**Run 1: cell classes on the final placement**

Bar = 10 microns.
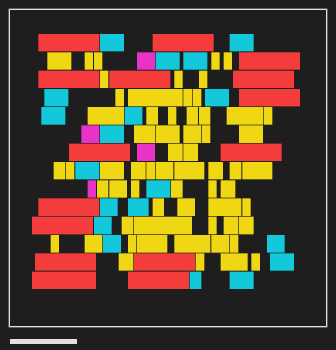
**Run 1: pin map**

Pins as bars across the die edge, other pins in grey.
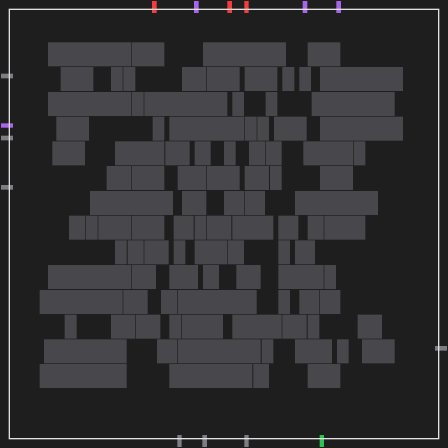
**Run 1: drive-strength map**

Bar = 10 microns.
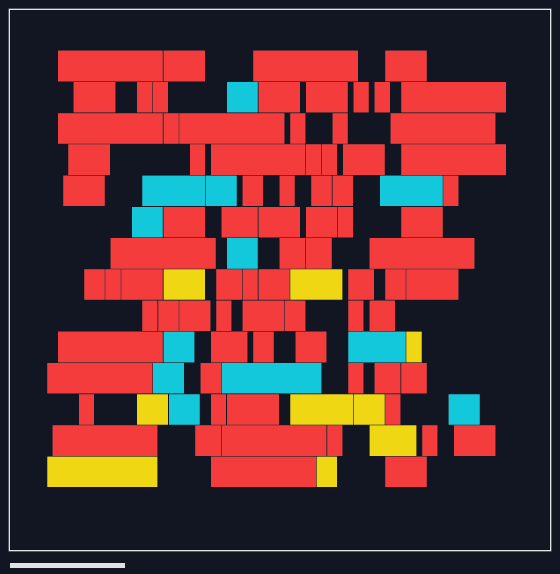
File: src/rtl/odd_parity_serial_tx.sv
// Odd-parity serial transmitter: latches a word, presents {parity, data} in parallel and
// shifts a start/data(LSB first)/parity/stop frame out on tx_line, CLKS_PER_BIT cycles per bit.
module odd_parity_serial_tx #(
  parameter int DATA_W       = 3,
  parameter int CLKS_PER_BIT = 4
) (
  input  logic              clk,
  input  logic              rst_n,
  input  logic [DATA_W-1:0] in_data,
  input  logic              in_valid,
  output logic              in_ready,
  output logic [DATA_W:0]   code_out,
  output logic              par_out,
  output logic              tx_line,
  output logic              busy,
  output logic              done
);

  // Handshake: a word transfers on a rising edge where in_valid && in_ready;
  // in_valid seen while a frame is in flight is ignored, so upstream must hold it.

  localparam int CNT_W = (CLKS_PER_BIT > 1) ? $clog2(CLKS_PER_BIT) : 1;
  localparam int BIT_W = (DATA_W > 1) ? $clog2(DATA_W) : 1;
  localparam logic [CNT_W-1:0] CNT_LAST = CNT_W'(CLKS_PER_BIT - 1);
  localparam logic [BIT_W-1:0] BIT_LAST = BIT_W'(DATA_W - 1);

  typedef enum logic [2:0] {
    S_IDLE,
    S_START,
    S_DATA,
    S_PARITY,
    S_STOP
  } state_t;

  state_t            state_q, state_d;
  logic [CNT_W-1:0]  clk_cnt_q, clk_cnt_d;
  logic [BIT_W-1:0]  bit_cnt_q, bit_cnt_d;
  logic [DATA_W-1:0] shift_q, shift_d;
  logic [DATA_W:0]   code_q, code_d;
  logic              tx_q, tx_d;
  logic              bit_end;

  assign bit_end = (clk_cnt_q == CNT_LAST);

  always_ff @(posedge clk or negedge rst_n) begin
    if (!rst_n) begin
      state_q   <= S_IDLE;
      clk_cnt_q <= '0;
      bit_cnt_q <= '0;
      shift_q   <= '0;
      code_q    <= '0;
      tx_q      <= 1'b1;
    end else begin
      state_q   <= state_d;
      clk_cnt_q <= clk_cnt_d;
      bit_cnt_q <= bit_cnt_d;
      shift_q   <= shift_d;
      code_q    <= code_d;
      tx_q      <= tx_d;
    end
  end

  always_comb begin
    state_d   = state_q;
    clk_cnt_d = clk_cnt_q + CNT_W'(1);
    bit_cnt_d = bit_cnt_q;
    shift_d   = shift_q;
    code_d    = code_q;
    case (state_q)
      S_IDLE: begin
        clk_cnt_d = '0;
        bit_cnt_d = '0;
        if (in_valid) begin
          state_d = S_START;
          shift_d = in_data;
          code_d  = {~(^in_data), in_data};
        end
      end
      S_START: begin
        if (bit_end) begin
          state_d   = S_DATA;
          clk_cnt_d = '0;
          bit_cnt_d = '0;
        end
      end
      S_DATA: begin
        if (bit_end) begin
          clk_cnt_d = '0;
          if (bit_cnt_q == BIT_LAST) begin
            state_d = S_PARITY;
          end else begin
            bit_cnt_d = bit_cnt_q + BIT_W'(1);
            shift_d   = shift_q >> 1;
          end
        end
      end
      S_PARITY: begin
        if (bit_end) begin
          state_d   = S_STOP;
          clk_cnt_d = '0;
        end
      end
      S_STOP: begin
        if (bit_end) begin
          state_d   = S_IDLE;
          clk_cnt_d = '0;
        end
      end
      default: begin
        state_d   = S_IDLE;
        clk_cnt_d = '0;
        bit_cnt_d = '0;
      end
    endcase
  end

  // Line level is chosen from the state being entered so tx_line stays a pure flop output.
  always_comb begin
    tx_d = 1'b1;
    case (state_d)
      S_START:  tx_d = 1'b0;
      S_DATA:   tx_d = shift_d[0];
      S_PARITY: tx_d = code_d[DATA_W];
      default:  tx_d = 1'b1;
    endcase
  end

  assign in_ready = rst_n && (state_q == S_IDLE);
  assign busy     = (state_q != S_IDLE);
  assign done     = (state_q == S_STOP) && bit_end;
  assign code_out = code_q;
  assign par_out  = code_q[DATA_W];
  assign tx_line  = tx_q;

endmodule

File: config.mk
export PLATFORM = sky130hd
export DESIGN_NAME = odd_parity_serial_tx
export DESIGN_NICKNAME = d
export VERILOG_FILES = /design/src/rtl/odd_parity_serial_tx.sv
export SDC_FILE = /design/constraint.sdc
export NUM_CORES = 1
export LEC_CHECK = 0
export CAP_MARGIN = 20
export CORE_MARGIN = 3
export CORE_UTILIZATION = 50
export DETAILED_ROUTE_END_ITERATION = 7
export PLACE_DENSITY = 0.76
export SETUP_SLACK_MARGIN = 0.4
export SLEW_MARGIN = 20
export SYNTH_ARGS = -nofsm -noshare
export SYNTH_HDL_FRONTEND = slang
export SYNTH_SLANG_ARGS = --single-unit
File: constraint.sdc
create_clock -name clk -period 2.3 [get_ports clk]
set_clock_uncertainty 0.05 [all_clocks]
set_input_delay 0.23 -clock clk [delete_from_list [all_inputs] [get_ports clk]]
set_output_delay 0.23 -clock clk [all_outputs]
set_load 0.02 [all_outputs]
==> flow_metrics.env, run 1 <==
# implementation run metrics
export IMPL_status="finished clean"
export IMPL_finalCritPeriodShare_pct=77.9
export IMPL_cts_resized=3
export IMPL_post_cts_repair_setup_buffers=0
export IMPL_lay_top_count="nand2_1"
export IMPL_diodes=0
export IMPL_fin_tns_setup_ps=0
export IMPL_cts_buffers=3
export IMPL_final_layout_size_suffix_gt1_share_pct=21.0
export IMPL_synth_edff_count=0
export IMPL_warnings=27
export IMPL_slew_violations=0
export IMPL_holdBufCountCts=0
export IMPL_hpwl_mm=1.26
export IMPL_numPortBuffers=14
export IMPL_clk_pin_slew_ps=80
export IMPL_post_drt_wl_per_cell_microns=14.3
export IMPL_synth_simple_area_share_pct=24.5
export IMPL_fin_nets=110
export IMPL_setup_viol=0
export IMPL_ys_seq_share_pct=44.7
export IMPL_top_logic_kind="simple AND/OR/NAND/NOR gates"
export IMPL_place_ws_ps=428
export IMPL_ant_nets=0
export IMPL_common_cells="16 x nand2_1, 14 x dfrtp_1, 5 x inv_1"
export IMPL_mappedNetlistArea_sq_um=842
export IMPL_num_vias=612
export IMPL_worstPathArrival_ps=1510
export IMPL_cts_sinks=15
export IMPL_drt_pass1_iter_count=4
export IMPL_drv_cap=0
export IMPL_start_kind="flop"
export IMPL_h_tree_depth=1
export IMPL_tightest_slew_ps=442
export IMPL_netlist_instances=81
export IMPL_fill_cells=130
export IMPL_synth_avg_cell_area_sq_um=10.4
export IMPL_ff2ff_setup_slack_ps=560
export IMPL_drt_iter0_drc=9
export IMPL_yosys_area_share_aoi_pct=12.0
export IMPL_grt_max_degree=16
export IMPL_hold_violations=0
export IMPL_rr_startpoint="clk_cnt_q[0]$_DFF_PN0_"
export IMPL_syn_num_nets=90
export IMPL_gp_congestion=0.736
export IMPL_initial_core_util_pct=54.6
export IMPL_yosys_area_share_xor_xnor_pct=2.67
export IMPL_top_area_cell="dfrtp_1"
export IMPL_busiest_layer="met2"
export IMPL_ys_chip_area_sq_um=842
export IMPL_r2r_end="bit_cnt_q[1]$_DFFE_PN0P_"
export IMPL_top_cell="nand2_1"
export IMPL_p_leak_nw=0.490
export IMPL_endpoint_kind="output port"
export IMPL_grt_ovfl_total=0
export IMPL_power_density_mw_per_mm2=1280
export IMPL_synth_warnings=0
export IMPL_period_minus_slack_ps=1790
export IMPL_mux_area_share_pct=4.75
export IMPL_vias_per_cell=5.28
export IMPL_routed_wl_mm=1.66
export IMPL_pin_count=15
export IMPL_ff_type="dfrtp_1"
export IMPL_place_inst=112
export IMPL_cts_tree="done"
export IMPL_most_common_layout_cells="16 x nand2_1, 14 x dfrtp_1, 11 x clkdlybuf4s50_1"
export IMPL_crit_end="busy"
export IMPL_grt_util_met2_pct=28.2
export IMPL_critical_path_startpoint="state_q[0]$_DFF_PN0_"
export IMPL_clk_latency_ps=270
export IMPL_yosysTopAreaCellShare_pct=41.6
export IMPL_antenna_found_initial=0
export IMPL_fin_cells=116
export IMPL_grt_use_total_pct=18.0
export IMPL_clock_path_buffers=2
export IMPL_placed_cell_area_sq_mm=0.00100
export IMPL_cts_root_buf="clkbuf_4"
export IMPL_top_cells_by_area="dfrtp_1 42%, nand2_1 7.1%, ha_1 4.5%"
export IMPL_peakVddDrop_uv=663
export IMPL_synth_flops=15
export IMPL_crit_type="flop to output port"
export IMPL_ys_types=34
export IMPL_grt_use_met3_pct=3.45
export IMPL_max_slew_margin_pct=70.3
export IMPL_crit_fanout=4
export IMPL_route_detailed_drc=0
export IMPL_dieArea_sq_mm=0.00221
export IMPL_worstRegToRegCells=5
export IMPL_synth_adder_area_share_pct=4.46
export IMPL_ys_cells=81
export IMPL_async_flop_share_pct=100
export IMPL_fmax_ghz=0.558
export IMPL_finalPower_mw=1.31
export IMPL_cp_required_ps=2020
export IMPL_grt_pass1_vias=626
export IMPL_grtUsageMet1_pct=24.8
export IMPL_hold_class="primary input to async pin"
export IMPL_holdWs_ps=257
export IMPL_grt_pass1_wl_mm=2.73
export IMPL_rsz0062_at_grt="no"
Back to the opening pictures, 'cell classes on the final placement':
Magenta is clock drivers and dummy loads, cells 4. Red is sequential cells, cells 15. Cyan is remaining buffers and delay cells, cells 19. Yellow is remaining logic cells, cells 62.
sequential cell area share: 36.7%
final core occ: 66.6%
Design Area, Final: 0.00103 sq mm
Core ar.: 0.00154 sq mm
row count: 14

Back to the opening pictures, 'pin map':
Red is `in_data`, pins 3, direction input, edge top. Purple is `code_out`, pins 4, direction output, edge 3 top, 1 left. Green is `done`, pins 1, direction output, edge bottom.
All pins by edge: 6 top, 4 bottom, 4 left, 1 right.
die height: 47.0 microns
die width: 47.0 microns

Back to the opening pictures, 'drive-strength map':
Yellow is x2, cells 9. Cyan is x3 and x4, cells 12. Red is x1 and smaller, cells 79.
Worst Slack Setup Final: 509 ps
Area growth syn-to-layout: 22.0%

## run 1: sequential cells by signal, indices dropped and copies added, names as in the netlist
name	cells
shift_q	3
code_out	4
bit_cnt_q	2
clk_cnt_q	2
state_q	3
tx_line	1
## run 1: report_power, final
group | total, mW | switching, mW | internal, mW | leakage [nW]
sequential | 0.441 | 0.0570 | 0.384 | 0.185
clock | 0.141 | 0.0742 | 0.0671 | 0.0150
combinational | 0.728 | 0.384 | 0.344 | 0.291
total | 1.31 | 0.515 | 0.795 | 0.490
## run 1: worst max-delay path, stage by stage, from the launching register on
cell and delay (ps):
dfrtp_1 370, or3_2 520, dlygate4sd2_1 350
## run 1: layout make-up
class | instances | area (sq um) | area share (%)
clock buffers | 4 | 26.3 | 2.56
multi-input cells | 56 | 410 | 40.0
well taps | 16 | 20.0 | 1.95
inverters | 6 | 22.5 | 2.19
repair buffers | 19 | 171 | 16.7
flip-flops and latches | 15 | 377 | 36.7
## run 1: worst min-delay path by stage
stage,from,end,slack (ps),cells past startpoint
3_3_place_gp,clk_cnt_q[0]$_DFF_PN0_,clk_cnt_q[0]$_DFF_PN0_,410,1
5_1_grt,rst_n,clk_cnt_q[0]$_DFF_PN0_,240,2
3_5_place_dp,code_out[2]$_DFFE_PN0P_,code_out[2]$_DFFE_PN0P_,410,2
6_report,rst_n,bit_cnt_q[1]$_DFFE_PN0P_,260,2
4_1_cts,rst_n,bit_cnt_q[1]$_DFFE_PN0P_,250,2
2_1_floorplan,rst_n,bit_cnt_q[0]$_DFFE_PN0P_,-120,0
## run 1: per-layer routing
layer	vias to the layer above	wire [microns]
met5	-	0
met4	0	14
met3	2	40
met2	9	810
met1	286	793
li1	315	-
==> run 2: changes to the inputs <==
--- a/config.mk
+++ b/config.mk
@@ -7,9 +7,9 @@
 export LEC_CHECK = 0
 export CAP_MARGIN = 20
 export CORE_MARGIN = 3
-export CORE_UTILIZATION = 50
+export CORE_UTILIZATION = 45
 export DETAILED_ROUTE_END_ITERATION = 7
-export PLACE_DENSITY = 0.76
+export PLACE_DENSITY = 0.73
 export SETUP_SLACK_MARGIN = 0.4
 export SLEW_MARGIN = 20
 export SYNTH_ARGS = -nofsm -noshare
==> constraint.sdc (replaced) <==
create_clock -name clk -period 1.6 [get_ports clk]
set_clock_uncertainty 0.05 [all_clocks]
set_input_delay 0.16 -clock clk [delete_from_list [all_inputs] [get_ports clk]]
set_output_delay 0.16 -clock clk [all_outputs]
set_load 0.02 [all_outputs]
==> run 2 against run 1 <==
Against the previous run:
- the flow now finishes with violations (setup timing)
- worst setup slack worse by 610 ps
- final area is 33% higher
- critical path depth is 3 higher
- sequential power is 52% higher
- first-iteration DRC count is 67% higher
- via count is 27% higher
- sequential share of layout area is 9.1 points lower
- worst hold slack worse by 87 ps
- critical path type is now flop to flop
- largest cell class unchanged
==> flow_metrics.env, run 2 <==
# implementation run metrics
export IMPL_rr_startpoint="state_q[1]$_DFF_PN0_"
export IMPL_clock_power_share_pct=8.7
export IMPL_ant_nets=0
export IMPL_gp_congestion=0.756
export IMPL_crit_end="tx_line$_DFF_PN1_"
export IMPL_r2r_end="tx_line$_DFF_PN1_"
export IMPL_die_y_microns=49.3
export IMPL_tightest_slew_ps=367
export IMPL_synth_warnings=0
export IMPL_most_common_layout_cells="19 x buf_4, 14 x dfrtp_1, 12 x buf_6"
export IMPL_drv_cap=0
export IMPL_clk_latency_ps=290
export IMPL_antenna_found_initial=0
export IMPL_max_slew_margin_pct=75.4
export IMPL_diodes=0
export IMPL_ys_seq_share_pct=44.7
export IMPL_p_leak_nw=0.648
export IMPL_synth_edff_count=0
export IMPL_fin_tns_setup_ps=-213
export IMPL_yosys_area_share_xor_xnor_pct=2.67
export IMPL_ff_type="dfrtp_1"
export IMPL_power_switching_mw=1.03
export IMPL_mux_area_share_pct=4.75
export IMPL_pwr_share_comb_pct=65.2
export IMPL_syn_num_nets=90
export IMPL_routed_wl_mm=2.30
export IMPL_place_inst=136
export IMPL_grt_use_total_pct=21.0
export IMPL_mappedNetlistArea_sq_um=842
export IMPL_grt_max_degree=16
export IMPL_fp_row_count=15
export IMPL_ff2ff_setup_slack_ps=-100
export IMPL_hold_class="primary input to async pin"
export IMPL_async_flop_share_pct=100
export IMPL_worstPathArrival_ps=1890
export IMPL_lay_top_count="buf_4"
export IMPL_power_share_switching_pct=39.9
export IMPL_synth_avg_cell_area_sq_um=10.4
export IMPL_finalPower_mw=2.58
export IMPL_top_logic_kind="simple AND/OR/NAND/NOR gates"
export IMPL_holdBufCountCts=0
export IMPL_common_cells="16 x nand2_1, 14 x dfrtp_1, 5 x inv_1"
export IMPL_synth_simple_area_share_pct=24.5
export IMPL_internal_power_mw=1.55
export IMPL_synth_adder_area_share_pct=4.46
export IMPL_initial_core_util_pct=48.2
export IMPL_drt_iter0_drc=15
export IMPL_ys_cells=81
export IMPL_route_detailed_drc=0
export IMPL_slew_violations=0
export IMPL_fin_nets=133
export IMPL_rsz0062_at_grt="yes"
export IMPL_violations="setup timing"
export IMPL_dieArea_sq_mm=0.00243
export IMPL_status="complete, but fails checks"
export IMPL_hold_violations=0
export IMPL_die_w_microns=49.3
export IMPL_synth_flops=15
export IMPL_ys_types=34
export IMPL_layout_setup_ws_ps=-105
export IMPL_setup_viol=3
export IMPL_num_vias=776
export IMPL_cts_tree="done"
export IMPL_finalCritPeriodShare_pct=107
export IMPL_clk_pin_slew_ps=90
export IMPL_numPortBuffers=14
export IMPL_clock_path_buffers=2
export IMPL_fin_cells=148
export IMPL_worstRegToRegCells=5
run 2: cell counts after synthesis:
Identical to the previous run, type by type.
run 2: power by group through the flow:
stage               registers (mW)  clock network [mW]  logic [mW]
CTS                          0.668               0.226        1.54
global route                 0.693               0.244        1.79
global placement             0.657                   0        1.28
finish                       0.672               0.225        1.68
floorplan                    0.741                   0       0.718
detailed placement           0.667                   0        1.31
run 2: worst min path at each step:
stage | endpoint | slack [ps] | depth (start not counted)
6_report | shift_q[1]$_DFFE_PN0P_ | 170 | 2
5_1_grt | shift_q[2]$_DFFE_PN0P_ | 190 | 2
4_1_cts | code_out[1]$_DFFE_PN0P_ | 180 | 2
3_5_place_dp | code_out[2]$_DFFE_PN0P_ | 430 | 2
3_3_place_gp | code_out[0]$_DFFE_PN0P_ | 410 | 2
2_1_floorplan | bit_cnt_q[0]$_DFFE_PN0P_ | -190 | 0
run 2: area by class of cell:
| class | instances | area [sq um] |
|---|---|---|
| fillers | 109 | 380 |
| well taps | 25 | 31.3 |
| multi-input cells | 56 | 543 |
| clock inverters | 1 | 5.00 |
| flip-flops and latches | 15 | 377 |
| inverters | 6 | 22.5 |
| clock buffers | 3 | 22.5 |
| repair buffers | 42 | 364 |
run 2: critical path, cell delays in order, from the launching register on:
cell and delay [ps]:
dfrtp_1 420, buf_6 140, nor4b_4 400, mux2_4 360, a21oi_2 120, o21ba_1 150
run 2: routing by layer:
| metal | up-vias | share of wire [%] | GRT usage (%) |
|---|---|---|---|
| li1 | 364 | - | - |
| met1 | 385 | 43 | 26.0 |
| met2 | 23 | 50 | 35.3 |
| met3 | 4 | 5.9 | 4.59 |
| met4 | 0 | 1.0 | 8.06 |
| met5 | - | 0 | 0 |
**Run 2: cell classes on the final placement**

Bar = 10 microns.
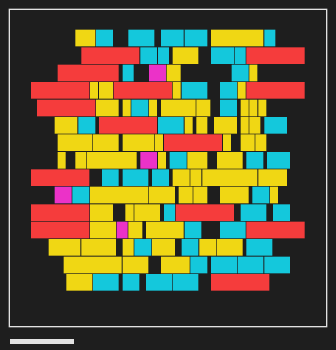
Yellow is remaining logic cells, cells 62. Cyan is remaining buffers and delay cells, cells 42. Magenta is clock drivers and dummy loads, cells 4. Red is sequential cells, cells 15.
final core occ: 78.2%
Core ar.: 0.00175 sq mm

**Run 2: drive-strength map**

Bar = 10 microns.
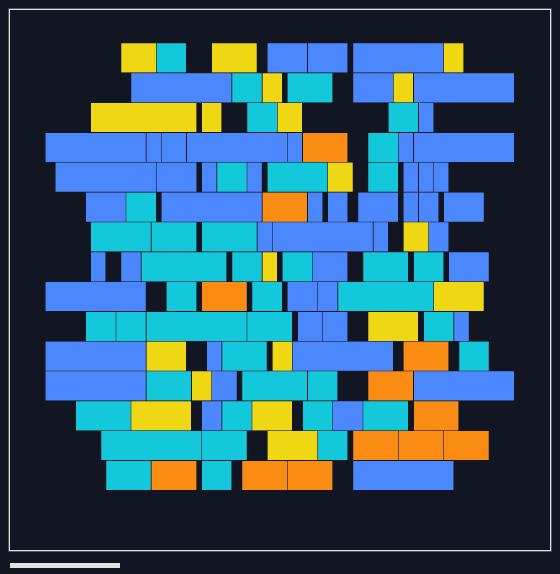
Yellow is x2, cells 19. Orange is x6 and larger, cells 12. Blue is x1 and smaller, cells 52. Cyan is x3 and x4, cells 40.
Worst Slack Setup Final: -105 ps
buffers outside the clock class: 42
Design Area, Final: 0.00137 sq mm
Area growth syn-to-layout: 62.1%

No activity file was given, so power comes from the tool's default toggle rates.
